==> run_1/gates.png <==
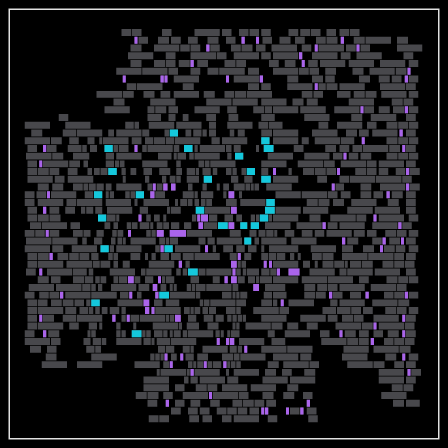
==> run_1/closeup.png <==
Bar = 5 µm. Window x 65 to 85, y 96 to 116 µm. Cells in gray, sequential cells in the stronger gray; small squares are vias.
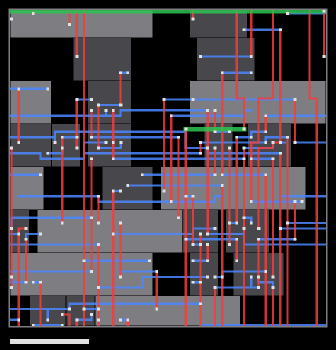
==> run_1/pinout.png <==
Bar = 50 µm. Pins as bars across the die edge, other pins in gray.
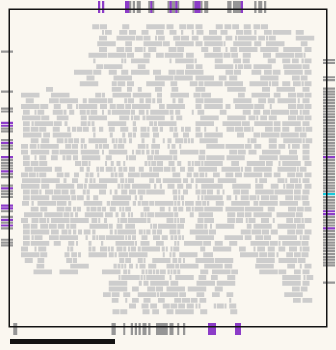
## config.mk

```make
export PLATFORM = sky130hd
export DESIGN_NAME = mips_fetch_unit
export DESIGN_NICKNAME = d
export VERILOG_FILES = /design/src/rtl/mips_fetch_unit.sv
export SDC_FILE = /design/constraint.sdc
export NUM_CORES = 1
export LEC_CHECK = 0
export CAP_MARGIN = 20
export CORE_MARGIN = 5
export CORE_UTILIZATION = 50
export CTS_BUF_LIST = sky130_fd_sc_hd__clkbuf_8
export DETAILED_ROUTE_END_ITERATION = 7
export PLACE_DENSITY = 0.8
export SYNTH_ARGS = -nofsm -noshare
export SYNTH_HDL_FRONTEND = slang
export SYNTH_SLANG_ARGS = --single-unit
```

## constraint.sdc

```tcl
create_clock -name clk -period 5.63 [get_ports clk]
set_input_delay 1.126 -clock clk [delete_from_list [all_inputs] [get_ports clk]]
set_output_delay 1.126 -clock clk [all_outputs]
set_load 0.005 [all_outputs]
```

## src/rtl/mips_fetch_unit.sv

```systemverilog
// Instruction fetch stage: owns the fetch PC, issues word reads over a req/ack
// handshake and buffers returned words in a small FIFO for the core.
module mips_fetch_unit #(
    parameter logic [31:0] RESET_PC = 32'h0000_0000,
    parameter int          DEPTH    = 2
) (
    input  logic        clk,
    input  logic        rst,
    output logic        imem_req,
    output logic [31:0] imem_addr,
    input  logic        imem_ack,
    input  logic [31:0] imem_rdata,
    input  logic        redirect,
    input  logic [31:0] redirect_pc,
    output logic        instr_valid,
    input  logic        instr_ready,
    output logic [31:0] instruction,
    output logic [31:0] instr_pc
);

    localparam int          AW         = (DEPTH > 1) ? $clog2(DEPTH) : 1;
    localparam logic [31:0] RESET_ADDR = RESET_PC & 32'hFFFF_FFFC;

    localparam logic [1:0] IDLE = 2'd0;
    localparam logic [1:0] WAIT = 2'd1;
    localparam logic [1:0] DROP = 2'd2;

    logic [1:0]    state_reg, state_next;
    logic [31:0]   addr_reg, addr_next;
    logic [31:0]   fpc_reg, fpc_next;
    logic [AW:0]   count_reg, count_next;
    logic [AW-1:0] wr_ptr_reg, wr_ptr_next;
    logic [AW-1:0] rd_ptr_reg, rd_ptr_next;
    logic [31:0]   mem_pc_reg   [DEPTH];
    logic [31:0]   mem_data_reg [DEPTH];

    logic          push;
    logic          pop;
    logic          room;
    logic [AW+1:0] level;
    logic [31:0]   target;

    assign target      = redirect_pc & 32'hFFFF_FFFC;
    assign imem_req    = (state_reg != IDLE);
    assign imem_addr   = addr_reg;
    assign instr_valid = (count_reg != '0);
    assign instruction = instr_valid ? mem_data_reg[rd_ptr_reg] : 32'd0;
    assign instr_pc    = instr_valid ? mem_pc_reg[rd_ptr_reg] : 32'd0;

    assign push  = (state_reg == WAIT) && imem_ack && !redirect;
    assign pop   = instr_valid && instr_ready && !redirect;
    assign level = {1'b0, count_reg} + (AW+2)'(push) - (AW+2)'(pop);
    assign room  = level < (AW+2)'(DEPTH);

    always_comb begin
        state_next  = state_reg;
        addr_next   = addr_reg;
        fpc_next    = fpc_reg;
        count_next  = level[AW:0];
        wr_ptr_next = wr_ptr_reg + AW'(push);
        rd_ptr_next = rd_ptr_reg + AW'(pop);
        if (push) begin
            fpc_next = addr_reg + 32'd4;
        end
        if (redirect) begin
            count_next  = '0;
            wr_ptr_next = '0;
            rd_ptr_next = '0;
            fpc_next    = target;
            // An unacked request cannot be withdrawn; let it finish and discard it.
            if (state_reg != IDLE && !imem_ack) begin
                state_next = DROP;
            end else begin
                state_next = WAIT;
                addr_next  = target;
            end
        end else begin
            case (state_reg)
                IDLE: begin
                    if (room) begin
                        state_next = WAIT;
                        addr_next  = fpc_reg;
                    end
                end
                WAIT: begin
                    if (imem_ack) begin
                        if (room) begin
                            addr_next = addr_reg + 32'd4;
                        end else begin
                            state_next = IDLE;
                        end
                    end
                end
                DROP: begin
                    if (imem_ack) begin
                        state_next = IDLE;
                    end
                end
                default: state_next = IDLE;
            endcase
        end
    end

    always_ff @(posedge clk or negedge rst) begin
        if (!rst) begin
            state_reg  <= IDLE;
            addr_reg   <= RESET_ADDR;
            fpc_reg    <= RESET_ADDR;
            count_reg  <= '0;
            wr_ptr_reg <= '0;
            rd_ptr_reg <= '0;
        end else begin
            state_reg  <= state_next;
            addr_reg   <= addr_next;
            fpc_reg    <= fpc_next;
            count_reg  <= count_next;
            wr_ptr_reg <= wr_ptr_next;
            rd_ptr_reg <= rd_ptr_next;
        end
    end

    genvar gi;
    generate
        for (gi = 0; gi < DEPTH; gi++) begin : g_entry
            always_ff @(posedge clk or negedge rst) begin
                if (!rst) begin
                    mem_pc_reg[gi]   <= 32'd0;
                    mem_data_reg[gi] <= 32'd0;
                end else if (push && wr_ptr_reg == AW'(gi)) begin
                    mem_pc_reg[gi]   <= addr_reg;
                    mem_data_reg[gi] <= imem_rdata;
                end
            end
        end
    endgenerate

endmodule

```

==> results_slide.txt, run 1 <==
Synthesis and Place & Route Summary

STA
  – Post-layout period usage: 0.750
  – Setup violations, final: 0
  – Unrepaired setup endpoints after global routing: false
  – Worst Max-Slew Pin Slew: ~1 ns
  – Skew final: 0.0151 ns
  – Upper clock frequency limit: 237 MHz
  – Final Hold Violating Endpoints: 0
  – Minimum setup slack in the final design: about 1.4 ns
  – WHS: approximately 0.51 ns
  – Final Slew Violations: 0
  – Shortest period the worst path allows: roughly 4.2 ns
  – Max-slew headroom at the worst pin: 0.339
  – Setup TNS Final: 0 ns

Layout
  – Layout-stage area growth over the synthesis result: 22.1%
  – Diode count: 0
  – Fraction of layout instances using a drive strength above 1: 0.186
  – Final-layout fill cell count: roughly 1,600
  – Utilization after layout: 0.621
  – Final std cells w/o fill: roughly 1,300
  – Final-stage net count: ~1,100
  – Footprint of the multi-input gates: 4630 µm²
  – Most frequent cells in the layout: dfrtp_1, clkdlybuf4s50_1, mux2_2
  – Sequential cell area: just under 5000 µm²
  – Most common cell after layout, fill and taps aside: dfrtp_1

Detailed routing
  – Detailed-route wire length per cell: approximately 19 µm
  – Iteration-0 DRC Markers: around 440
  – Wire length reported by the detailed router: between 20,000 and 25,000 µm
  – Detailed-routing iteration count for the pre-antenna-repair pass: 5
  – Remaining antenna violation count after routing: 0
  – Post-route DRC violation count: 0
  – Vias per Instance: approximately 5.8
  – Vias after detailed routing: roughly 7,500

Logic synthesis
  – Cell variety after synth: 57
  – Number of warning messages in the yosys log: 0
  – Sequential cell area fraction in the yosys report: 0.500
  – Area reported by Yosys stat: 9910 µm²
  – Yosys reg bits: approximately 200
  – Mapped Cells: around 900
  – Cells in synth_stat.txt: between 800 and 900
  – Async set or reset register ratio after synthesis: 1.00
  – Mean Syn Cell Area: ~11 µm²
  – Synth Net Count: 973
  – Netlist Area Pre-Place: between 9000 and 10,000 µm²
  – Most used flip-flop cell: dfrtp_1
  – Post-synth tally of flip-flops with integrated enable: 0

Global routing
  – Global-route wire length before repair: just under 40,000 µm
  – Antenna violations before repair: 1
  – Via count of the first global-routing pass: roughly 7,700
  – Global-route congestion overflow total: 0
  – Maximum number of pins on one net before global-route repair: around 110
  – Total global routing track utilization: 0.221

Worst setup path
  – Endpoint kind of the worst setup timing path: register
  – Critical path start-end classification: input pin to register
  – Worst Reg-to-Reg Cells: 15
  – Worst path required time: about 6 ns
  – Worst flop-to-flop path endpoint: imem_addr[30]
  – Critical Path AT: 4.59 ns
  – Crit-path max FO: 21
  – Minimum setup slack among reg-to-reg paths: approximately 2.0 ns
  – Worst Setup Start Kind: input pin
  – Critical R2R Launch: state_reg[1]

Pwr
  – Leakage power total: 4.91 nW
  – Cell area power density: around 420 nW/µm²
  – Worst voltage drop across the vdd grid: between 200 and 300 µV

Floorplanning
  – Number of top-level pins: ~170
  – Count of standard-cell rows: 51
  – Floorplan core density: 0.509
  – Die Outline Area: 22,700 µm²
  – Standard cell core area: 19,500 µm²
  – DIE WIDTH: 151 µm
  – Die extent in y: roughly 150 µm

Job
  – Max cap viols: 0
  – Number of warning messages in the logs: 31

Placed design
  – GP Congestion: 0.789
  – IO Port Bufs: around 160
  – Worst slack after detailed placement: between 0.8 and 0.9 ns
  – Cell count after placement: between 1,000 and 1,500
  – Post-DP HPWL: about 16,000 µm

Worst hold path
  – Cells on Worst Hold Path: 1
  – Worst min-delay path startpoint: mem_data_reg[60]
  – Worst min-delay path endpoint: mem_data_reg[60]
  – Worst hold path class: register to register

CTS
  – Number of gates resized after CTS: 0
  – Number of H-tree levels: 4
  – Clock slew seen by the registers of the worst setup and hold paths: around 0.1 ns
  – Clock buffer count from CTS: 17
  – Number of hold-repair buffers added at the cts stage: 0
  – Maximum clock path buffer count: 2
  – Source-to-sink clock delay at the later pin of the worst-skew pair: between 0.4 and 0.5 ns
  – # Post-CTS Setup Buffers: 0
  – CTS Sinks: 198
  – Clock tree from TritonCTS: built
  – CTS Root Buffer Type: clkbuf_8

Outcome
  – Outcome: finished clean
Notes on gates.png above:
| color | family | cells | most used |
|---|---|---|---|
| purple | nor cells | 114 | nor2_1 |
| cyan | non-inverting ao/oa cells | 27 | a22o_1 |

Notes on closeup.png above:
| color | layer |
|---|---|
| green | M3 |
| blue | M1 |
| red | M2 |
cells with their middle in the window: 23
sequential cells in the window: 6
most frequent: dfrtp_1 (6), a22oi_1 (4), clkdlybuf4s50_1 (3)
netlist names of flops here include: `fpc_reg` (3), `imem_addr` (2)

Notes on pinout.png above:
| color | port | pins | direction | edge |
|---|---|---|---|---|
| purple | `instr_pc` | 32 | output | 11 north, 10 west, 7 south, 4 east |
| cyan | `instr_valid` | 1 | output | east |

-- run 1: area by class of cell --
| cell class | count | area share |
|---|---|---|
| clock buffer | 17 | 0.0193 |
| tap | 265 | 0.0274 |
| sequential | 198 | 0.410 |
| multi-input combinational | 613 | 0.383 |
| timing repair buffer | 177 | 0.144 |
| inverter | 15 | 0.00466 |
| clock inverter | 15 | 0.0116 |
-- run 1: critical path, cell delays in order --
cell and delay, ns:
buf_2 0.11, inv_1 0.54, and2_1 0.22, buf_4 0.20, nand2_1 0.09, ha_1 0.28, inv_1 0.05, ha_1 0.14
inv_1 0.06, fa_1 0.37, xnor2_1 0.13, and2_1 0.22, o21a_1 0.36, mux2_2 0.38, a311o_1 0.31
-- run 1: Yosys cell counts (all sizes together) (6+ instances only) --
cell       n  area, µm²
o21ai     51        255
a22o       9       78.8
a21oi     24        120
a31oi      9       56.3
xnor2     15        131
and4       6       57.6
nor3       8       51.3
clkbuf    50        190
nand2     47        179
buf       22        109
mux2i     69        691
o31a       8       70.1
nand4     10       75.1
nor2      95        357
mux2     131       1480
a22oi     22        165
dfrtp    198       4950
xor2      10       87.6
nand3     21        110
inv       15       56.3
and3       8       50.1
o2bb2ai    6       52.6
-- run 1: report_power, final --
part | switching (mW) | total [mW] | internal, mW
clock network | 0.550 | 0.875 | 0.324
logic | 0.724 | 1.75 | 1.03
registers | 0.524 | 2.48 | 1.95
-- run 1: cell families after synthesis --
logic type,share of synthesized area
AND-OR/OR-AND,0.111
buffers and inverters,0.0359
multiplexers,0.219
AND/OR/NAND/NOR,0.104
adder cells (fa/ha/maj),0.00834
XOR/XNOR,0.0221
flip-flops,0.500
-- run 1: routing by layer --
metal	vias up	wire [µm]	global-route usage
li1	3473	-	-
met1	3732	10800	0.297
met2	240	11500	0.353
met3	38	1640	0.0581
met4	2	448	0.0657
met5	-	7	0
-- run 1: through the flow --
stage	instance area [µm²]	total power, mW
detailed placement	11700	4.27
global route	12100	5.47
finish	12100	5.10
floorplan	9910	3.47
CTS	12100	5.15
global placement	11700	4.18
-- run 1: worst max path at each step --
stage               endpoint  cells after the start  slack (ns)     start
2_1_floorplan  imem_addr[16]                     17        1.28  redirect
4_1_cts        imem_addr[30]                     15        1.41  redirect
5_1_grt        imem_addr[30]                     15        1.24  redirect
6_report       imem_addr[30]                     15        1.41  redirect
3_5_place_dp   imem_addr[30]                     15        0.90  redirect
3_3_place_gp   imem_addr[30]                     15        1.01  redirect
==> run_1/clock_nets.png <==
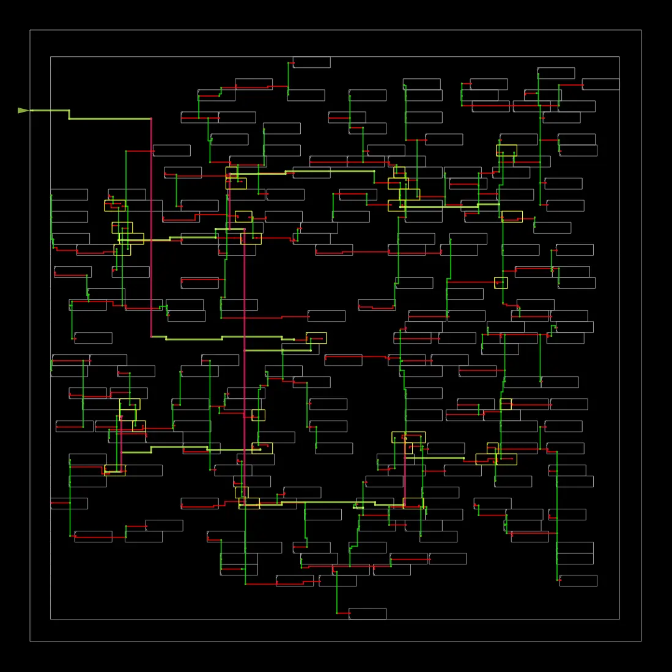

==> run 2, diff against run 1 <==
PLACE_DENSITY = 0.83   (was 0.8)
clock period = 3.4 ns   (was 5.63 ns; I/O delays follow)
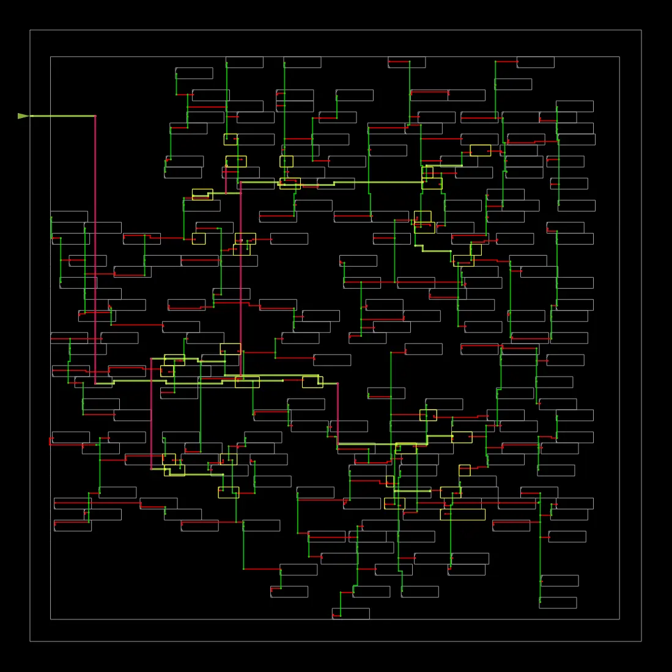
(run_2/clock_nets.png)
skew final: 0.0149 ns
clock buffer count from CTS: 17
number of clock-tree buffers in the layout: 17
clock network power: 1.53 mW
source-to-sink clock delay at the later pin of the worst-skew pair: 0.48 ns

==> run 2 against run 1 <==
Non-clock buffer count increased by 17; highest routed layer is now met4; register-to-register slack got worse by 1.5 ns; critical path type is now register to output port; count of clock-buffer cells in the layout unchanged; critical endpoint is now instruction[2]; die size unchanged.
==> results_slide.txt, run 2 <==
Synthesis and Place & Route Summary

Logic synthesis
  – Mapped Cells: ~900
  – Synth Net Count: 973
  – Netlist Area Pre-Place: roughly 9900 µm²
  – Top cells by area: dfrtp_1, mux2_2, mux2i_1
  – Post-synthesis cell type with the largest instance count: dfrtp_1
  – Leading cell types by count after synthesis: dfrtp_1, mux2_2, nor2_1
  – Mean Syn Cell Area: 11.0 µm²
  – Area leader, netlist: dfrtp_1
  – Sequential cell area fraction in the yosys report: 0.500
  – Cell variety after synth: between 50 and 60
  – Area reported by Yosys stat: about 9900 µm²
  – Most used flip-flop cell: dfrtp_1
  – Fraction of post-synthesis cell area in the top cell type by area: 0.500
  – Async set or reset register ratio after synthesis: 1.00
  – Post-synth tally of flip-flops with integrated enable: 0
  – Cells in synth_stat.txt: 898
  – Yosys reg bits: just under 200

Detailed routing
  – Detailed-route wire length per cell: between 15 and 20 µm
  – Detailed-routing iteration count for the pre-antenna-repair pass: 8
  – Iteration-0 DRC Markers: 627
  – Remaining antenna violation count after routing: 0
  – Wire length reported by the detailed router: 25,000 µm
  – Vias after detailed routing: ~7,700

CTS
  – Number of H-tree levels: 4
  – Clock tree from TritonCTS: built
  – # Post-CTS Setup Buffers: 0
  – CTS Sinks: 198
  – Maximum clock path buffer count: 2
  – Number of gates resized after CTS: 0
  – Clock slew seen by the registers of the worst setup and hold paths: around 0.10 ns

Floorplanning
  – Number of top-level pins: ~170
  – Floorplan core density: 0.509
  – Die extent in y: 151 µm
  – DIE WIDTH: about 150 µm
  – Standard cell core area: between 15,000 and 20,000 µm²
  – Count of standard-cell rows: 51
  – Die Outline Area: 22,700 µm²

Global routing
  – Maximum number of pins on one net before global-route repair: ~80
  – Via count of the first global-routing pass: approximately 8,000
  – Global-route wire length before repair: 40,900 µm
  – Total global routing track utilization: 0.226
  – Antenna violations before repair: 1
  – Global-route congestion overflow total: 0

Worst setup path
  – Critical path start-end classification: register to output port
  – Minimum setup slack among reg-to-reg paths: around 0.48 ns
  – Worst Setup Start Kind: register
  – Worst path required time: around 2.7 ns
  – Worst Reg-to-Reg Cells: 13
  – Endpoint kind of the worst setup timing path: output port

STA
  – Post-layout period usage: 0.907
  – Worst Max-Slew Pin Slew: 0.823 ns
  – Upper clock frequency limit: around 320 MHz
  – Final Slew Violations: 0
  – Setup violations, final: 0
  – Setup TNS Final: 0 ns
  – Shortest period the worst path allows: 3.08 ns
  – Unrepaired setup endpoints after global routing: false
  – WHS: roughly 0.23 ns
  – Final Hold Violating Endpoints: 0
  – Max-slew headroom at the worst pin: 0.449

Layout
  – Most common cell after layout, fill and taps aside: dfrtp_1
  – Layout-stage area growth over the synthesis result: 24.8%
  – Most frequent cells in the layout: dfrtp_1, clkdlybuf4s50_1, mux2_2
  – Utilization after layout: 0.635
  – Design Area, Final: roughly 12,000 µm²
  – Final-stage net count: 1,114

Pwr
  – Leakage power total: 5.05 nW
  – Net load switching power: 3.02 mW
  – Cell area power density: 699 nW/µm²
  – Internal Pwr Total: about 5.6 mW
  – Clk pwr share: 0.177
  – Gate power share: 0.350
  – Switching Fraction: 0.349
  – Fraction of power consumed by sequential logic: 0.473

Placed design
  – IO Port Bufs: 164
  – GP Congestion: a little under 0.9

Job
  – Number of warning messages in the logs: 29

Worst hold path
  – Worst hold path class: input pin to async pin

Outcome
  – Outcome: finished clean
-- run 2: cell counts after synthesis --
Identical to the previous run, type by type.
-- run 2: cell families (layout without fill, tap and decap cells) --
logic type	after synthesis	after routing	synth area share
AOI/OAI and AO/OA	165	165	0.111
xor gates and xnor gates	25	25	0.0221
adders and majority gates	6	6	0.00834
buffers and inverters	87	241	0.0359
DFF	198	198	0.500
muxes	200	200	0.219
other	0	1	0
and+or+nand+nor	217	217	0.104
-- run 2: layout make-up --
cell class	instances	area, µm²
Antenna cell	1	2.50
Clock buffer	17	234
Clock inverter	15	163
Fill cell	1553	7100
Inverter	15	56.3
Multi-Input combinational cell	613	4650
Sequential cell	198	4960
Tap cell	265	332
Timing Repair Buffer	194	1970
-- run 2: through the flow --
stage               total power [mW]  cells  setup slack [ns]
floorplan                       5.77    898            0.0144
global placement                7.00   1284          -0.00546
detailed placement              7.16   1284           -0.0234
CTS                             8.70   1316             0.278
global route                    9.22   1318             0.170
finish                          8.64   1318             0.317
-- run 2: worst max-delay path, cell delays in order, from the launching register on --
cell and delay [ns]:
dfrtp_4 0.74, buf_4 0.39, mux2i_1 0.24, nor2_1 0.06, clkdlybuf4s50_1 0.48
-- run 2: metal layers --
| layer | GRT usage | share of wire | up-vias |
|---|---|---|---|
| li1 | - | - | 3517 |
| met1 | 0.304 | 0.43 | 3808 |
| met2 | 0.368 | 0.48 | 294 |
| met3 | 0.0509 | 0.071 | 35 |
| met4 | 0.0657 | 0.021 | 0 |
| met5 | 0 | 0 | - |
-- run 2: final timing paths --
check / start / end
max: rd_ptr_reg / instruction[2]
min: rst / mem_data_reg[49]
max reg2reg: state_reg[0] / imem_addr[8]
min reg2reg: mem_pc_reg[35] / mem_pc_reg[35]
max in group asynchronous: rst / imem_addr[12]
min in group clk: mem_pc_reg[35] / mem_pc_reg[35]
-- run 2: power groups by stage --
stage | Sequential (mW) | Clock [mW] | Combinational, mW
3_5_place_dp | 4.13 | 0 | 3.04
6_report | 4.09 | 1.53 | 3.02
3_3_place_gp | 4.06 | 0 | 2.94
5_1_grt | 4.23 | 1.66 | 3.33
4_1_cts | 4.07 | 1.57 | 3.05
2_1_floorplan | 3.73 | 0 | 2.04
==> run 3, diff against run 2 <==
ABC_AREA = 1   (was unset)
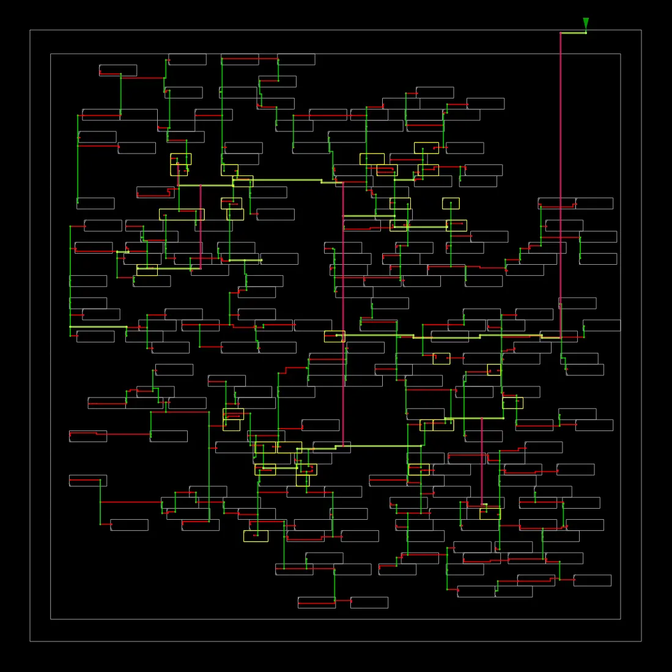
(run_3/clock_nets.png)
skew final: 0.0218 ns
CTS Sinks: 198
clock network power: 1.61 mW
FFs & Latches: 198

==> run 3 against run 2 <==
Non-clock buffer count down 9; register-to-register slack hardly changed; final cell count is 23% higher; fmax decreased by 2.5%; sequential cell count unchanged; first-iteration DRC count increased by 26%; routed wire length rose by 3.1%.
==> results_slide.txt, run 3 <==
Synthesis and Place & Route Summary

Layout
  – Most frequent cells in the layout: nand2_1, dfrtp_1, clkdlybuf4s50_1
  – Diode count: 0
  – Utilization after layout: 0.629
  – Fraction of layout instances using a drive strength above 1: 0.0970
  – Layout-stage area growth over the synthesis result: 24.4%
  – Design Area, Final: 12,200 µm²
  – Final-stage net count: ~1,400

STA
  – Worst Max-Slew Pin Slew: between 0.5 and 0.6 ns
  – Minimum setup slack in the final design: ~0.24 ns
  – Upper clock frequency limit: roughly 320 MHz
  – Setup violations, final: 0
  – Final Slew Violations: 0
  – Post-layout period usage: 0.930
  – Final Hold Violating Endpoints: 0
  – Setup TNS Final: 0 ns
  – Max-slew headroom at the worst pin: 0.605
  – Unrepaired setup endpoints after global routing: false
  – Shortest period the worst path allows: 3.16 ns

Placed design
  – Area after DPL: ~12,000 µm²
  – Post-DP HPWL: 17,800 µm
  – IO Port Bufs: 164
  – GP Congestion: a little under 0.9

Logic synthesis
  – Mean Syn Cell Area: 8.18 µm²
  – Leading cell types by count after synthesis: nand2_1, dfrtp_1, o21ai_0
  – Synth Net Count: 1,273
  – Fraction of post-synthesis cell area in the top cell type by area: 0.506
  – Area reported by Yosys stat: between 9000 and 10,000 µm²
  – Post-synthesis cell type with the largest instance count: nand2_1
  – Most used flip-flop cell: dfrtp_1
  – Area leader, netlist: dfrtp_1
  – Async set or reset register ratio after synthesis: 1.00
  – Cells in synth_stat.txt: about 1,200
  – Sequential cell area fraction in the yosys report: 0.506
  – Post-synth tally of flip-flops with integrated enable: 0
  – Mapped Cells: roughly 1,200
  – Netlist Area Pre-Place: 9800 µm²
  – Number of warning messages in the yosys log: 0
  – Yosys reg bits: ~200
  – Top cells by area: dfrtp_1, nand2_1, o21ai_0

Pwr
  – Cell area power density: between 800 and 900 nW/µm²
  – Leakage power total: between 5 and 6 nW
  – Worst voltage drop across the vdd grid: ~570 µV

Outcome
  – Outcome: finished clean

Detailed routing
  – Wire length reported by the detailed router: ~26,000 µm
  – Detailed-routing iteration count for the pre-antenna-repair pass: 6
  – Vias per Instance: approximately 5.3
  – Iteration-0 DRC Markers: about 800
  – Remaining antenna violation count after routing: 0
  – Post-route DRC violation count: 0

Global routing
  – Total global routing track utilization: 0.232
  – Via count of the first global-routing pass: around 8,300
  – Antenna violations before repair: 0
  – Global-route congestion overflow total: 0
  – Global-route wire length before repair: approximately 42,000 µm
  – Maximum number of pins on one net before global-route repair: 72

Floorplanning
  – Count of standard-cell rows: 51
  – Die extent in y: roughly 150 µm
  – Floorplan core density: 0.505
  – Number of top-level pins: ~170
  – Standard cell core area: a little under 20,000 µm²
  – Die Outline Area: 22,500 µm²

Worst hold path
  – Worst hold path class: input pin to async pin

CTS
  – Source-to-sink clock delay at the later pin of the worst-skew pair: 0.48 ns
  – Maximum clock path buffer count: 2
  – Number of H-tree levels: 4
  – Clock buffer count from CTS: 17
  – CTS Root Buffer Type: clkbuf_8
  – Number of gates resized after CTS: 0
  – # Post-CTS Setup Buffers: 0

Worst setup path
  – Worst Setup SP: count_reg[1]
  – Critical R2R Launch: state_reg[0]
  – Worst Setup Start Kind: register
  – Cell Chain, Critical Path: nor2_1 > clkinv_1 > buf_6 > o21ai_0 > a21oi_1 > clkdlybuf4s50_1
  – Cell at the slowest stage of the critical path: clkdlybuf4s50_1
  – Crit-path max FO: between 60 and 70
  – Endpoint kind of the worst setup timing path: output port
  – Worst path required time: 2.72 ns
  – Critical Path AT: ~2.5 ns

Job
  – Max cap viols: 0
  – Number of warning messages in the logs: 29
==> run 3: netlist changes by cell type after synthesis, sizes merged, moves of 9 or more <==
cell and change:
a21oi +104, nand4 -9, a22oi -21, clkbuf -11, nand2 +221, o21ai +110, xnor2 -13, nand3 +18
mux2i -69, mux2 -84, a22o -9, nor2 +32, inv +105
==> run 3: kinds of logic after synthesis <==
| kind of cell | synth area share |
|---|---|
| adder cells (fa/ha/maj) | 0.00843 |
| multiplexers | 0.0540 |
| flip-flops | 0.506 |
| AND-OR/OR-AND | 0.162 |
| buffers and inverters | 0.0753 |
| XOR/XNOR | 0.00804 |
| AND/OR/NAND/NOR | 0.187 |
==> run 3: final timing paths <==
path | depth (start not counted) | to | slack (ns)
hold reg to reg | 2 | fpc_reg[1] | 0.51
setup / recovery | 6 | instr_pc[27] | 0.24
min in group clk | 2 | fpc_reg[1] | 0.51
hold / removal | 1 | mem_data_reg[41] | 0.17
setup reg to reg | 17 | imem_addr[23] | 0.48
max in group asynchronous | 2 | mem_pc_reg[44] | 2.33
==> run 3: routing by layer <==
metal  vias up  wire [µm]  track usage
met3        26       1880       0.0409
met1      4066      11400        0.333
met4         0        365       0.0554
met2       338      12100        0.370
met5         -          0            0
li1       4160          -            -
==> run 3: area by class of cell <==
type / count / area [µm²]
Fill cell: 1636 / 7200
Sequential cell: 198 / 4960
Multi-Input combinational cell: 815 / 4130
Timing Repair Buffer: 185 / 1890
Inverter: 120 / 450
Tap cell: 265 / 332
Clock buffer: 17 / 234
Clock inverter: 15 / 200
==> run 3: power breakdown <==
part	switching [mW]	internal, mW	leakage, nW
combinational	2.14	1.91	2.85
clock	0.969	0.644	0.219
sequential	0.856	3.43	2.30
total	3.96	5.98	5.37
==> run 3: per-stage QoR <==
step,instances,power [mW],hold WS [ns]
3_3_place_gp,1583,8.14,0.475
3_5_place_dp,1583,8.33,0.485
5_1_grt,1615,10.7,0.180
2_1_floorplan,1198,6.38,0.384
6_report,1615,9.94,0.174
4_1_cts,1615,9.97,0.167
==> run 3: worst max-delay path: cells and delay by family (launching register included) <==
family,cells,cell delay (ns)
buffers and inverters,3,1.02
AND-OR/OR-AND,2,0.44
AND/OR/NAND/NOR,1,0.07
flip-flops,1,0.43

==> gallery <==
Wiring heat map.
The die is cut into 30 by 30 equal tiles; white is low, dark blue is high, scaled to the fullest tile. Values are wire area over tile area, all layers added.
panel A
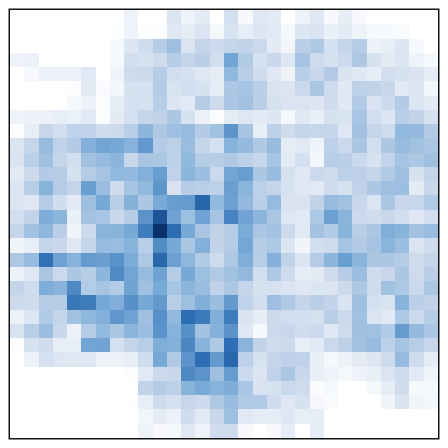
panel B
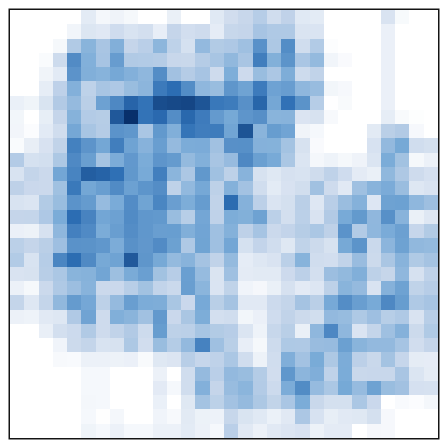
Run 3 is panel B.
Run 1 is panel A.

Power figures rest on the tool's default switching activity, not on a simulated workload.
